$ cat src/rtl/radix4_approx_seq_mult.sv
// Iterative radix-4 (modified Booth) unsigned multiplier, one digit per clock, with per-operation
// exact/approximate mode. Define RADIX4_APPROX_COMP_EN to add truncation bias compensation.
module radix4_approx_seq_mult #(
  parameter int unsigned WIDTH       = 16,
  parameter int unsigned APPROX_BITS = 8
) (
  input  logic                 clk,
  input  logic                 rst,
  input  logic                 in_valid,
  output logic                 in_ready,
  input  logic [WIDTH-1:0]     a,
  input  logic [WIDTH-1:0]     b,
  input  logic                 approx_en,
  output logic                 out_valid,
  input  logic                 out_ready,
  output logic [2*WIDTH-1:0]   p,
  output logic                 busy
);

  localparam int unsigned D  = WIDTH / 2 + 1;
  localparam int unsigned TW = 2 * WIDTH + 3;
  localparam int unsigned CW = $clog2(D);
  localparam int unsigned PW = 2 * WIDTH;
  // Keeping only the upper columns of a two's-complement term floors it to a multiple of 2^k.
  localparam logic [TW-1:0] KeepMask = {TW{1'b1}} << APPROX_BITS;

  typedef enum logic [1:0] {StIdle, StCompute, StDone} state_e;

  state_e            state_q, state_d;
  logic [TW-1:0]     mcand_q;
  logic [WIDTH+2:0]  bsh_q;
  logic [TW-1:0]     acc_q;
  logic [CW-1:0]     cnt_q;
  logic              approx_q;
  logic [PW-1:0]     p_q;

  logic [2:0]        code;
  logic [TW-1:0]     term;
  logic [TW-1:0]     term_m;
  logic [TW-1:0]     sum;
  logic [PW-1:0]     final_sum;
  logic              nz;
  logic              last;

  assign last = (cnt_q == CW'(D - 1));
  assign code = bsh_q[2:0];

  // State register
  always_ff @(posedge clk) begin
    if (rst) state_q <= StIdle;
    else     state_q <= state_d;
  end

  // Next-state logic
  always_comb begin
    state_d = state_q;
    unique case (state_q)
      StIdle:    if (in_valid) state_d = StCompute;
      StCompute: if (last) state_d = StDone;
      StDone:    if (out_ready) state_d = StIdle;
      default:   state_d = StIdle;
    endcase
  end

  // Output logic
  always_comb begin
    in_ready  = (state_q == StIdle);
    busy      = (state_q != StIdle);
    out_valid = (state_q == StDone);
  end

  assign p = p_q;

  // Booth recoding of {b[2i+1], b[2i], b[2i-1]} into a signed multiple of the shifted multiplicand
  always_comb begin
    term = '0;
    nz   = 1'b1;
    case (code)
      3'b001, 3'b010: term = mcand_q;
      3'b011:         term = mcand_q << 1;
      3'b100:         term = -(mcand_q << 1);
      3'b101, 3'b110: term = -mcand_q;
      default: begin
        term = '0;
        nz   = 1'b0;
      end
    endcase
  end

  assign term_m = approx_q ? (term & KeepMask) : term;
  assign sum    = acc_q + term_m;

`ifdef RADIX4_APPROX_COMP_EN
  localparam int unsigned NW        = $clog2(D + 1);
  localparam int unsigned CompShift = (APPROX_BITS > 0) ? APPROX_BITS - 1 : 0;

  logic [NW-1:0] nz_q;
  logic [NW-1:0] nz_total;
  logic [PW-1:0] comp;

  assign nz_total = nz_q + NW'(nz);
  assign comp     = (approx_q && (APPROX_BITS > 0)) ? (PW'(nz_total) << CompShift) : '0;
  assign final_sum = sum[PW-1:0] + comp;

  always_ff @(posedge clk) begin
    if (rst) begin
      nz_q <= '0;
    end else if (state_q == StIdle) begin
      nz_q <= '0;
    end else if (state_q == StCompute) begin
      nz_q <= nz_total;
    end
  end
`else
  assign final_sum = sum[PW-1:0];
`endif

  // Datapath
  always_ff @(posedge clk) begin
    if (rst) begin
      mcand_q  <= '0;
      bsh_q    <= '0;
      acc_q    <= '0;
      cnt_q    <= '0;
      approx_q <= 1'b0;
      p_q      <= '0;
    end else begin
      unique case (state_q)
        StIdle: begin
          if (in_valid) begin
            mcand_q  <= TW'(a);
            bsh_q    <= {2'b00, b, 1'b0};
            acc_q    <= '0;
            cnt_q    <= '0;
            approx_q <= approx_en;
          end
        end
        StCompute: begin
          acc_q   <= sum;
          mcand_q <= mcand_q << 2;
          bsh_q   <= bsh_q >> 2;
          cnt_q   <= cnt_q + 1'b1;
          if (last) p_q <= final_sum;
        end
        default: ;
      endcase
    end
  end

endmodule

$ cat config.mk
export PLATFORM = sky130hd
export DESIGN_NAME = radix4_approx_seq_mult
export DESIGN_NICKNAME = d
export VERILOG_FILES = /design/src/rtl/radix4_approx_seq_mult.sv
export SDC_FILE = /design/constraint.sdc
export NUM_CORES = 1
export LEC_CHECK = 0
export CAP_MARGIN = 20
export CORE_ASPECT_RATIO = 0.5
export CORE_MARGIN = 5
export CORE_UTILIZATION = 59
export CTS_CLUSTER_SIZE = 40
export DETAILED_ROUTE_END_ITERATION = 6
export PLACE_DENSITY = 0.86
export SLEW_MARGIN = 5
export SYNTH_ARGS = -nofsm -noshare
export SYNTH_HDL_FRONTEND = slang
export SYNTH_SLANG_ARGS = --single-unit
$ cat constraint.sdc
create_clock -name clk -period 4.9 [get_ports clk]
set_input_delay 0.49 -clock clk [delete_from_list [all_inputs] [get_ports clk]]
set_output_delay 0.49 -clock clk [all_outputs]
set_load 0.01 [all_outputs]
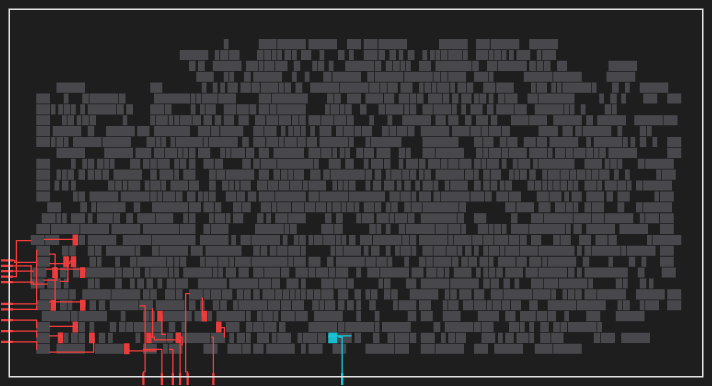
Figure 1: port wiring.
(4 px per micron)
color	port	bits	direction	edge	end cells	buffers	wire
red	b	16	input	10 left, 6 bottom	16	16	300 microns
cyan	out_ready	1	input	bottom	1	1	16.1 microns

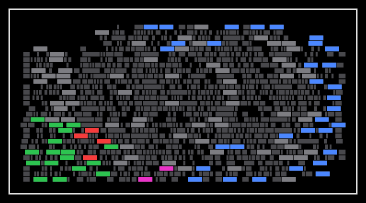
Figure 2: register map, names as in the netlist.
(2 px per micron)
color	netlist name	flops
green	bsh_q	17
blue	p	32
red	cnt_q	4
magenta	state_q	2

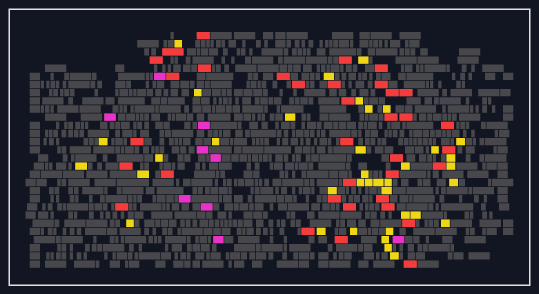
Figure 3: logic cells by family.
(3 px per micron)
color	family	cells	most used
yellow	non-inverting ao/oa cells	37	a21o_1
red	fa/ha/maj cells	35	ha_1
magenta	mux cells	9	mux2_2

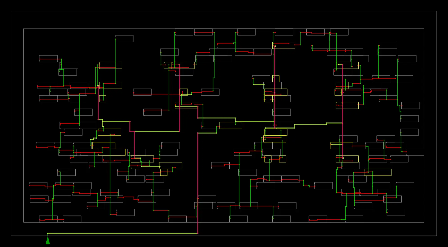
Figure 4: clock wiring as the flow saved it.
Sinks on Clock Net: 120
P_clk: 1.26 mW
FF+latch count: 120

==> through the flow <==
stage               setup slack (ps)   util  power, mW  cells  instance area (sq um)
global placement                 503  0.672       1.71   1250                   8630
finish                           291  0.720       3.01   1283                   9250
detailed placement               367  0.672       1.73   1251                   8630
global route                    2.95  0.720       3.12   1283                   9250
floorplan                        815      -       1.55   1069                   7840
CTS                              338  0.718       2.98   1282                   9220
==> area by class of cell <==
| class | instances | area, sq um | area share |
|---|---|---|---|
| Clock buffer | 18 | 439 | 0.0475 |
| Timing Repair Buffer | 104 | 953 | 0.103 |
| Inverter | 19 | 71.3 | 0.00771 |
| Tap cell | 170 | 213 | 0.0230 |
| Multi-Input combinational cell | 839 | 5020 | 0.543 |
| Clock inverter | 13 | 149 | 0.0161 |
| Sequential cell | 120 | 2400 | 0.260 |
==> routing by layer <==
layer / global-route usage / vias to the layer above
met5: 0 / -
met1: 0.402 / 3751
met2: 0.436 / 400
met4: 0.0969 / 0
li1: - / 3839
met3: 0.0697 / 51
==> where the power goes <==
group,internal [mW],switching [mW],total (mW)
clock,0.763,0.497,1.26
sequential,1.02,0.0578,1.08
combinational,0.257,0.412,0.668
total,2.04,0.966,3.01
==> flip-flops by register name (all words and copies together), names as in the netlist <==
register,cells
acc_q,32
approx_q,1
bsh_q,17
cnt_q,4
mcand_q,32
p,32
state_q,2
==> timing repair <==
| action | CTS | global route |
|---|---|---|
| resized | 0 | 4 |
| buffers inserted | 0 | 1 |
| setup endpoints to repair | 0 | 11 |
==> cells in the final DEF, fill, tap and decap left out, drive strengths merged, types with 9 or more instances in the layout <==
master,n
nor2b,9
a21o,15
inv,20
a22oi,30
dfxtp,120
o21ai,82
xnor2,36
clkbuf,18
clkdlybuf4s50,70
xor2,31
nor4,9
a21oi,95
nor2,127
buf,34
nand2,148
a221oi,10
nand2b,10
nor3,42
ha,34
nand3,54
==> worst paths after layout <==
| path | end |
|---|---|
| worst max-delay path | acc_q[20] |
| worst min-delay path | p[7] |
| worst max register to register | acc_q[20] |
| worst min register to register | p[7] |
==> critical path, stage by stage, from the launching register on <==
cell and delay [ps]:
sky130_fd_sc_hd__dfxtp_1 350, sky130_fd_sc_hd__inv_1 120, sky130_fd_sc_hd__ha_1 240, sky130_fd_sc_hd__nor3b_4 280, sky130_fd_sc_hd__nand2_1 150, sky130_fd_sc_hd__or3_1 380
sky130_fd_sc_hd__nand2_1 110, sky130_fd_sc_hd__xnor2_1 150, sky130_fd_sc_hd__a22oi_1 90, sky130_fd_sc_hd__a21oi_1 310, sky130_fd_sc_hd__ha_1 360, sky130_fd_sc_hd__a21oi_1 210
sky130_fd_sc_hd__a21boi_1 90, sky130_fd_sc_hd__a311o_1 360, sky130_fd_sc_hd__o21ai_0 260, sky130_fd_sc_hd__o21ai_1 160, sky130_fd_sc_hd__a21oi_1 330, sky130_fd_sc_hd__o311ai_0 230
sky130_fd_sc_hd__a32o_1 320
==> summary.txt <==
The run has ended; figures from its reports follow.

The number of warnings in the stage logs is 27. The top achievable clock speed came out at 0.217 GHz. Max-cap violations in this run came to 0.

The mean cell area of the mapped netlist came out at 7.33 sq um. Summed over all layers, the global routing overflow is 0. The antenna violation net count after detailed routing is 0.

The final count of hold timing violations is 0. The number of synthesized register bits came out at 120. The starting density of the core is 0.610. The clock-pin slew on the worst setup and hold paths is 60 ps. STA classifies the critical path endpoint as a flip-flop. The CTS buffer count came out at 17. The post-layout period usage of the worst path came out at 0.941. During placement, the flow inserted port buffers numbering 71. In this run the worst setup path begins at mcand_q[0]. The area added between synthesis and finish is 18.0%. Looking at the clock tree report, the H-tree level count equals 4.

The sequential-to-total area share from yosys stat came out at 0.307. The post-synthesis instance area came out at 7840 sq um. The iteration count of the initial detailed-routing pass is 6. The first-iteration detailed-routing DRC count is 1046. The startpoint-to-endpoint class of the critical path is flip-flop to flip-flop.

72 I/O pins were placed. The register-to-register setup slack came out at 290 ps. The via count is 8041.

The maximum count of clock buffers along a single path is 2. The total routing resource utilization after global routing is 0.287. The minimum clock period came out at 4610 ps. Yosys stat counts 1069 cells in the synthesized netlist. The floorplan step defined a die boundary enclosing 15800 sq um. Looking at the max-slew report, the worst-margin pin has a slew of 1050 ps. Sorting the synthesized cells by area gives the leading types as sky130_fd_sc_hd__dfxtp_1 (31%), sky130_fd_sc_hd__nand2_1 (7.1%), sky130_fd_sc_hd__nor2_1 (6.1%), sky130_fd_sc_hd__a21oi_1 (6.1%), sky130_fd_sc_hd__ha_1 (5.4%). The post-synth net total came out at 1141.

The required time of the worst setup path is 5210 ps. The origin of the critical flop-to-flop path is mcand_q[0]. The instance tally after logic synthesis came out at 1069. The post-detailed-route DRC marker count came out at 0. The first-pass GRT wire length came out at 37.5 mm. The post-synthesis share of cell area spent on and-or and or-and gates is 0.234.

According to the dpl log, the detail-placed design has an HPWL of 15.9 mm. The max-slew check reports its worst relative slack as 0.302. The count of pins over their slew limit came out at 0. The instance count along the most critical hold path is 2. The launch point of the worst min-delay path is recorded as p[7]. The number of synthesized flops with an enable pin came out at 0.

The cell type contributing the most total cell area after synthesis is sky130_fd_sc_hd__dfxtp_1. The flow ran to the end, and the final reports show no timing, DRC or antenna violations. The number of placement rows is 29. The layout summary lists the proportion of cells stronger than drive strength 1 as 0.0836. Clock skew on the completed layout was measured at 8.93 ps. The post-synthesis async set-or-reset flop share came out at 0. The post-detailed-route via-to-cell ratio is 6.27. The area of the synthesized netlist per yosys stat came out at 7840 sq um.

The insertion delay to the later sink of the worst-skew pair is 420 ps. The number of antenna diodes in the final layout is 0. Summed over all nets, wire length on met2 after detailed routing comes to 9.75 mm. The path class of the tightest hold or removal check is flip-flop to flip-flop. The simple logic cell fraction of the synthesized area came out at 0.259. The depth of the worst register-to-register path is 18.

The number of antenna violations at the first check in global routing is 0. The warning count from the yosys run came out at 0. After floorplanning, the core was sized to cover 12800 sq um. The leakage dissipation is 3.61 nW. The dominant non-sequential cell family after synthesis is simple AND/OR/NAND/NOR gates. In this run, the synthesized area fraction spent on adder and majority cells is recorded as 0.0569.

The net count of the finished layout is 1173. The critical path maximum fanout is 6. Setup repair after global routing left no endpoint under its margin. The x dimension of the die is 173 microns.

The share of Yosys cell area claimed by the top area cell type is 0.307. The wire length per cell after detailed routing came out at 18.0 microns. The leading cell type by number of instances after synthesis is sky130_fd_sc_hd__nand2_1. In this run, distinct cell masters in the synthesized netlist total 72. TritonCTS built the clock tree. The total power per unit cell area came out at 325 nW/um^2. Fill cells in the final layout number 1002. The number of buffers inserted by hold repair at cts is 0. The most used flip-flop cell after synthesis is sky130_fd_sc_hd__dfxtp_1.

In the synthesized netlist, the cells that appear most often are sky130_fd_sc_hd__nand2_1 (148), sky130_fd_sc_hd__nor2_1 (127), sky130_fd_sc_hd__dfxtp_1 (120), sky130_fd_sc_hd__a21oi_1 (95), sky130_fd_sc_hd__o21ai_0 (73). The detailed route wirelength on metal3 is 2.54 mm. On the final layout, the worst hold slack is 453 ps. The post-synthesis share of cell area spent on xor and xnor gates is 0.0749. The count of final setup violators is 0. The type of origin of the critical path is a flip-flop. The wire length recorded after detailed routing is 23.1 mm. After detailed routing, the wire length on met1 is 10.3 mm.

The endpoint arrival time on the critical path is 4920 ps. The root buffer cell chosen for the clock tree is sky130_fd_sc_hd__clkbuf_16. The routability congestion estimate from global placement came out at 0.906. The floorplan step set the die height to 91.5 microns.

The portion of synthesized area spent on multiplexers is 0.0126. The maximum VDD drop is 0.202 mV. Per the detail_route log, the uppermost layer with routed signals is met4. The number of global-route vias before repair came out at 7380. The maximum number of pins on one net before global-route repair came out at 89. The final sum of negative setup slack is 0 ps.
Power is estimated from default activity; no workload was simulated.
